--- src/rtl/mips_pkg.sv ---
// rtl/mips_pkg.sv - shared instruction-memory sizing and loader state encoding
package mips_pkg;

  localparam int IMEM_DEPTH = 64;
  localparam int IMEM_AW    = 6;

  typedef enum logic [2:0] {
    IDLE    = 3'd0,
    COLLECT = 3'd1,
    WRITE   = 3'd2,
    DONE    = 3'd3,
    ERROR   = 3'd4
  } loader_state_t;

endpackage

--- src/rtl/imem_loader.sv ---
// rtl/imem_loader.sv - byte-serial loader that writes big-endian words into instruction memory
module imem_loader
  import mips_pkg::*;
#(
  parameter int ADDR_W = IMEM_AW,
  parameter int DEPTH  = IMEM_DEPTH
) (
  input  logic              clk,
  input  logic              reset_n,
  input  logic              start,
  input  logic              in_valid,
  input  logic [7:0]        in_data,
  input  logic              in_last,
  output logic              in_ready,
  output logic              imem_we,
  output logic [ADDR_W-1:0] imem_waddr,
  output logic [31:0]       imem_wdata,
  output logic              cpu_hold,
  output logic              done,
  output logic              error,
  output logic [ADDR_W:0]   word_count,
  output logic [31:0]       checksum
);

  localparam logic [ADDR_W-1:0] LAST_ADDR = ADDR_W'(DEPTH - 1);

  loader_state_t     state;
  logic [ADDR_W-1:0] addr;
  logic [1:0]        byte_cnt;
  logic [31:0]       shift;
  logic              last_q;

  always_ff @(posedge clk) begin
    if (!reset_n) begin
      state      <= IDLE;
      addr       <= '0;
      byte_cnt   <= '0;
      shift      <= '0;
      last_q     <= 1'b0;
      word_count <= '0;
      checksum   <= '0;
    end else begin
      case (state)
        IDLE, DONE, ERROR: begin
          if (start) begin
            addr       <= '0;
            byte_cnt   <= '0;
            shift      <= '0;
            last_q     <= 1'b0;
            word_count <= '0;
            checksum   <= '0;
            state      <= COLLECT;
          end
        end
        COLLECT: begin
          // in_ready is high throughout COLLECT, so in_valid alone marks a transfer
          if (in_valid) begin
            shift    <= {shift[23:0], in_data};
            byte_cnt <= byte_cnt + 2'd1;
            if (byte_cnt == 2'd3) begin
              last_q <= in_last;
              state  <= WRITE;
            end else if (in_last) begin
              state <= ERROR;
            end
          end
        end
        WRITE: begin
          checksum   <= checksum ^ shift;
          word_count <= word_count + (ADDR_W+1)'(1);
          addr       <= addr + ADDR_W'(1);
          if (last_q)                 state <= DONE;
          else if (addr == LAST_ADDR) state <= ERROR;
          else                        state <= COLLECT;
        end
        default: state <= IDLE;
      endcase
    end
  end

  // Outputs decode from registered state only; nothing passes straight from the inputs
  assign in_ready   = (state == COLLECT);
  assign imem_we    = (state == WRITE);
  assign imem_waddr = addr;
  assign imem_wdata = shift;
  assign cpu_hold   = (state == COLLECT) || (state == WRITE) || (state == ERROR);
  assign done       = (state == DONE);
  assign error      = (state == ERROR);

endmodule

--- config.mk ---
export PLATFORM = sky130hd
export DESIGN_NAME = imem_loader
export DESIGN_NICKNAME = d
export VERILOG_FILES = /design/src/rtl/mips_pkg.sv /design/src/rtl/imem_loader.sv
export SDC_FILE = /design/constraint.sdc
export NUM_CORES = 1
export LEC_CHECK = 0
export CAP_MARGIN = 30
export CORE_ASPECT_RATIO = 1.2
export CORE_MARGIN = 2
export CORE_UTILIZATION = 48
export DETAILED_ROUTE_END_ITERATION = 7
export GPL_TIMING_DRIVEN = 0
export PLACE_DENSITY = 0.79
export SETUP_SLACK_MARGIN = 0.3
export SLEW_MARGIN = 10
export SYNTH_ARGS = -nofsm -noshare
export SYNTH_HDL_FRONTEND = slang
export SYNTH_SLANG_ARGS = --single-unit
--- constraint.sdc ---
create_clock -name clk -period 5.49 [get_ports clk]
set_clock_uncertainty 0.1 [all_clocks]
set_input_delay 1.098 -clock clk [delete_from_list [all_inputs] [get_ports clk]]
set_output_delay 1.098 -clock clk [all_outputs]
set_load 0.02 [all_outputs]
**Run 1: placed cells, one colour a class**

Drawn at 4 px/um. Fill, decap, tap and diode cells in grey.
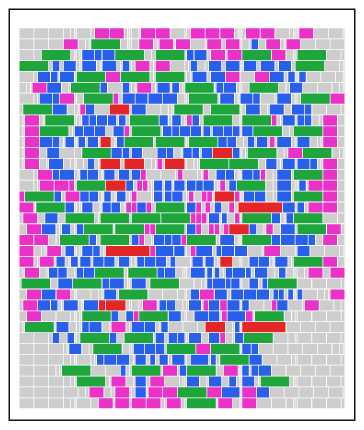
[green] registers | cells: 83
[blue] remaining logic cells | cells: 287
[magenta] remaining buffers and delay cells | cells: 142
[red] clock drivers and dummy loads | cells: 16
core area: 7750 um2
Row Count: 35
final core occ: 0.665
sequential share of cell area: 0.322

**Run 1: congestion heat map**

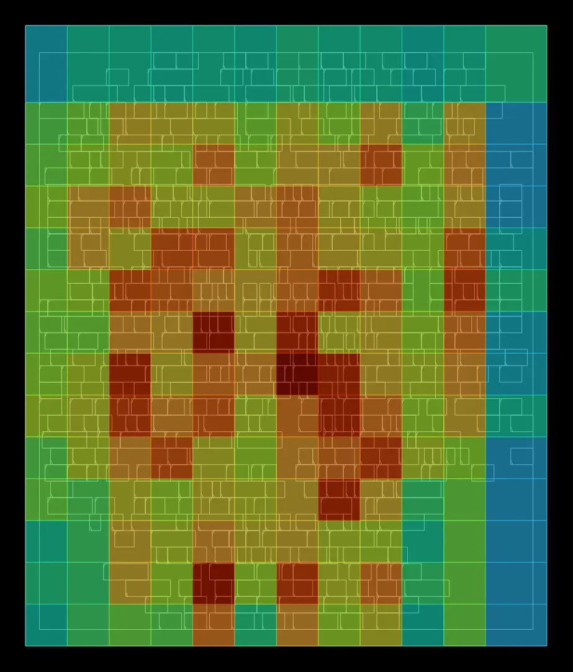
met3 global-route usage: 0.0355
GRT Resource Usage Total: 0.251
met2 Usage GRT: 0.399
GRT busiest layer: met2
WL/cell: 17.7 um

**Run 1: sequential cells grouped by signal name**

Drawn at 4 px/um. Other sequential cells in the stronger grey, the rest of the logic in the fainter grey.
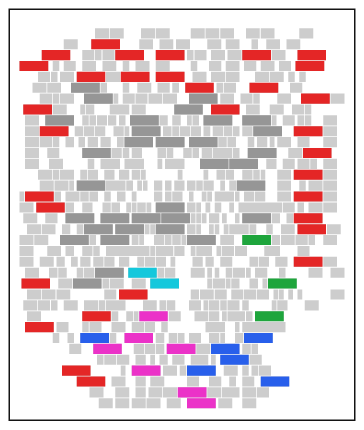
[cyan] byte_cnt | sequential cells: 2
[magenta] word_count | sequential cells: 7 | where: south
[blue] imem_waddr | sequential cells: 6
[red] checksum | sequential cells: 32 | where: all over the die
[green] state | sequential cells: 3
not coloured: 33
P_seq: 0.000609 W
Flop area: 1660 um2

**Run 1: floorplan with the power grid**

Drawn at 4 px/um. Pins as bars on the die edge.
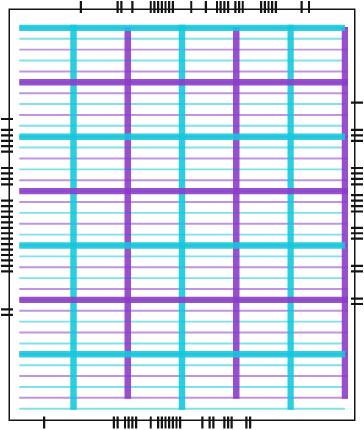
[cyan] VSS
[purple] VDD
met1 rails: 36
met4 straps: 6
DIE WIDTH: 86.0 um
Worst VDD drop: 0.183 mV
Die Span Y: 102 um

==> notes.md, run 1 <==
run results: largest family of logic cells by area=simple AND/OR/NAND/NOR gates, H-tree depth=3, Seq share, synth=0.429, worst hold path type=reg -> reg, max_cap viols=0, RSZ-0062 raised after global routing=false, Hold Path End=byte_cnt[1]$_SDFFE_PN0P_, clk ins delay skew pair=340 ps, worst path required time=4290 ps, Clk pin slew, worst setup/hold paths=80 ps, Reg2Reg Setup Slack=3200 ps, XOR Share, Synth=0.0837, starting DRC count in detailed routing=310, hold depth=2, # IOs=95, Sink Count=83, starting density of the core=0.500, antenna violations before repair=0, Slew Viols, Final=0, status=finished clean, Non-clock buffer share=0.217, Post-Layout Inst Area=5160 um2, Fin. Hold Viols=0, Flops after synth=83, mux frac, synth=0.00258, Logic cell area=1980 um2, Mapped Area=3870 um2, CTS buffer count=9, final RePlAce weighted congestion=0.862, top cell type by total area after synthesis=dfxtp_1, ant diodes=0, reg-to-reg startpoint=state[2]$_SDFFE_PN0P_, Slew @ Worst Pin=722 ps, synthesized area per cell=9.22 um2, overall power=0.00127 W, number of logic gates=279, area fraction of the dominant cell type after synthesis=0.429, Commonest cells post-synth=dfxtp_1, clkbuf_1, a21oi_1, xnor2_1, CP Launch Type=flip-flop, via count=3,840, most numerous cell in the Yosys netlist=dfxtp_1
==> run 1: metal layers <==
layer	GRT usage	up-vias	wire length (um)
met2	0.399	166	5290
met3	0.0355	23	629
li1	-	1799	-
met4	0.109	0	255
met1	0.341	1852	4780
met5	0	-	0
==> run 1: placed cells by master, fill, tap and decap left out, types with 3 or more instances in the layout <==
cell	netlist	layout
ha_1	3	3
a21oi_1	38	38
nand3_1	5	5
inv_1	6	6
or4_1	4	4
nor2b_1	4	4
nand4_1	35	35
o31ai_1	3	3
nor3_1	35	35
nand2_1	6	6
nor2_1	3	3
buf_1	7	7
xnor2_1	37	37
dfxtp_1	83	83
clkbuf_8	0	10
o31a_1	3	3
o311ai_0	3	3
o211ai_1	34	34
clkbuf_1	39	39
nand2b_1	4	4
clkdlybuf4s50_1	0	92
a22o_1	5	5
a211oi_1	3	3
or3b_2	3	3
nor4bb_1	32	32
bufinv_16	0	3
==> run 1: flip-flops by register name (all words and copies together), names as in the netlist <==
register / flops
checksum: 32
imem_wdata: 32
word_count: 7
imem_waddr: 6
state: 3
byte_cnt: 2
last_q: 1
==> run 1: worst max-delay path, cell delays in order, from the launching register on <==
cell,delay (ps)
dfxtp_1,450
clkbuf_1,410
clkbuf_1,420
o21ai_0,160
o31a_1,140
clkdlybuf4s50_1,540
==> run 1: cells by family (layout without fill, tap and decap cells) <==
family	after synthesis	in the layout
AND-OR/OR-AND	103	103
XOR/XNOR	37	37
adder cells (fa/ha/maj)	3	3
buffers and inverters	58	166
flip-flops	83	83
multiplexers	1	1
AND/OR/NAND/NOR	135	135
==> run 1: where the power goes <==
group / switching (W) / internal (W) / total, W
clock: 0.000232 / 0.000316 / 0.000548
combinational: 0.0000786 / 0.0000323 / 0.000111
sequential: 0.00000414 / 0.000605 / 0.000609
==> run 1 -> run 2 <==
Settings changed: CORE_UTILIZATION 48 to 45, PLACE_DENSITY 0.79 to 0.78.
Clock period 5.49 ns to 3.3 ns, I/O delays scaled along.
**Run 2: clock distribution**

Drawn at 6 px/um.
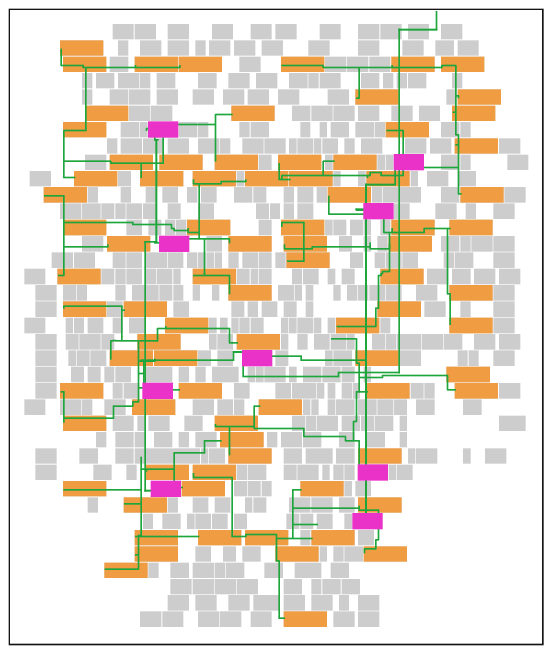
[green] clock wires | length: 1,020 um
[magenta] clock-net drivers | count: 9
[orange] flip-flops | count: 83
flops lie: all over the die
clock group power: 0.000738 W
Clock power frac: 0.381
clk ins delay skew pair: 360 ps

==> run 2 against run 1 <==
Net effect: clock power rose by 35%; synthesized area did not move; via count fell by 0.73%; routed wire length rose by 1.7%; worst setup slack got worse by 1500 ps; register-to-register slack got worse by 2100 ps; sequential power rose by 66%; final area fell by 0.22%; count of clock-buffer cells in the layout rose by 2; core utilization fell by 5.8 points; non-clock buffer count did not move; combinational power rose by 66%.
==> notes.md, run 2 <==
run results: hold depth=2 (unchanged), Sw Pwr=0.000505 W (+60%), # IOs=95 (unchanged), Reg power frac=0.524 (+0.044), status=finished clean, Cell Int Power=0.00143 W (+50%), final core occ=0.607 (-0.0579), Die Span Y=106 um (+3.1%), Commonest cells post-synth=dfxtp_1, clkbuf_1, a21oi_1, xnor2_1, XOR Share, Synth=0.0837 (unchanged), CP max-delay cell=clkdlybuf4s50_1, overall power=0.00194 W (+53%), Sink Count=83 (unchanged), GRT Resource Usage Total=0.243 (-0.00831), sw frac=0.261 (+0.0127), Slew Viols, Final=0 (unchanged), Post-Layout Inst Area=5150 um2 (-0.22%), Reg2Reg Setup Slack=1070 ps (-2130 ps), max_cap viols=0 (unchanged), final RePlAce weighted congestion=0.881 (+2.2%), via count=3,812 (-0.73%), antenna violations before repair=0 (unchanged), Max stage delay on crit path=650 ps (+110 ps)
==> run 2: worst max-delay path by stage <==
stage | startpoint | endpoint | slack [ps]
after detailed placement | state[2]$_SDFFE_PN0P_ | cpu_hold | 430
after floorplan | state[2]$_SDFFE_PN0P_ | cpu_hold | 1330
after CTS | state[1]$_SDFFE_PN0P_ | cpu_hold | 330
final | state[0]$_SDFFE_PN0P_ | in_ready | 360
after global placement | state[2]$_SDFFE_PN0P_ | error | 420
after global routing | state[0]$_SDFFE_PN0P_ | in_ready | 310
==> run 2: critical path: cells and delay by family, from the launching register on <==
| family | cells | cell delay (ps) |
|---|---|---|
| buffers and inverters | 3 | 1020 |
| flip-flops | 1 | 350 |
| AND/OR/NAND/NOR | 2 | 440 |
==> run 2: layout make-up <==
class | instances | area, um2
inverter | 8 | 30.0
clock buffer | 12 | 145
fill | 751 | 3330
timing repair buffer | 92 | 923
buffer | 50 | 208
multi-input combinational | 279 | 1980
clock inverter | 4 | 50.0
tap | 117 | 146
sequential | 83 | 1660
==> run 2: power by group through the flow <==
stage	logic, W	registers, W	clock network [W]
2_1_floorplan	0.000111	0.00104	0
3_3_place_gp	0.000175	0.00104	0
3_5_place_dp	0.000179	0.00104	0
4_1_cts	0.000181	0.00101	0.000745
5_1_grt	0.000200	0.00101	0.000787
6_report	0.000184	0.00101	0.000738
==> run 2: layer usage <==
metal  global-route usage  wire length (um)  up-vias
li1                     -                 -     1794
met3               0.0345               584       33
met2                0.378              5550      160
met1                0.318              4660     1825
met5                    0                 0        -
met4                0.132               349        0
==> run 2: timing repair <==
item                       CTS  global route
setup endpoints to repair    2             2
resized                      3             4
cloned                       0             0
No activity file was given, so power comes from the tool's default toggle rates.
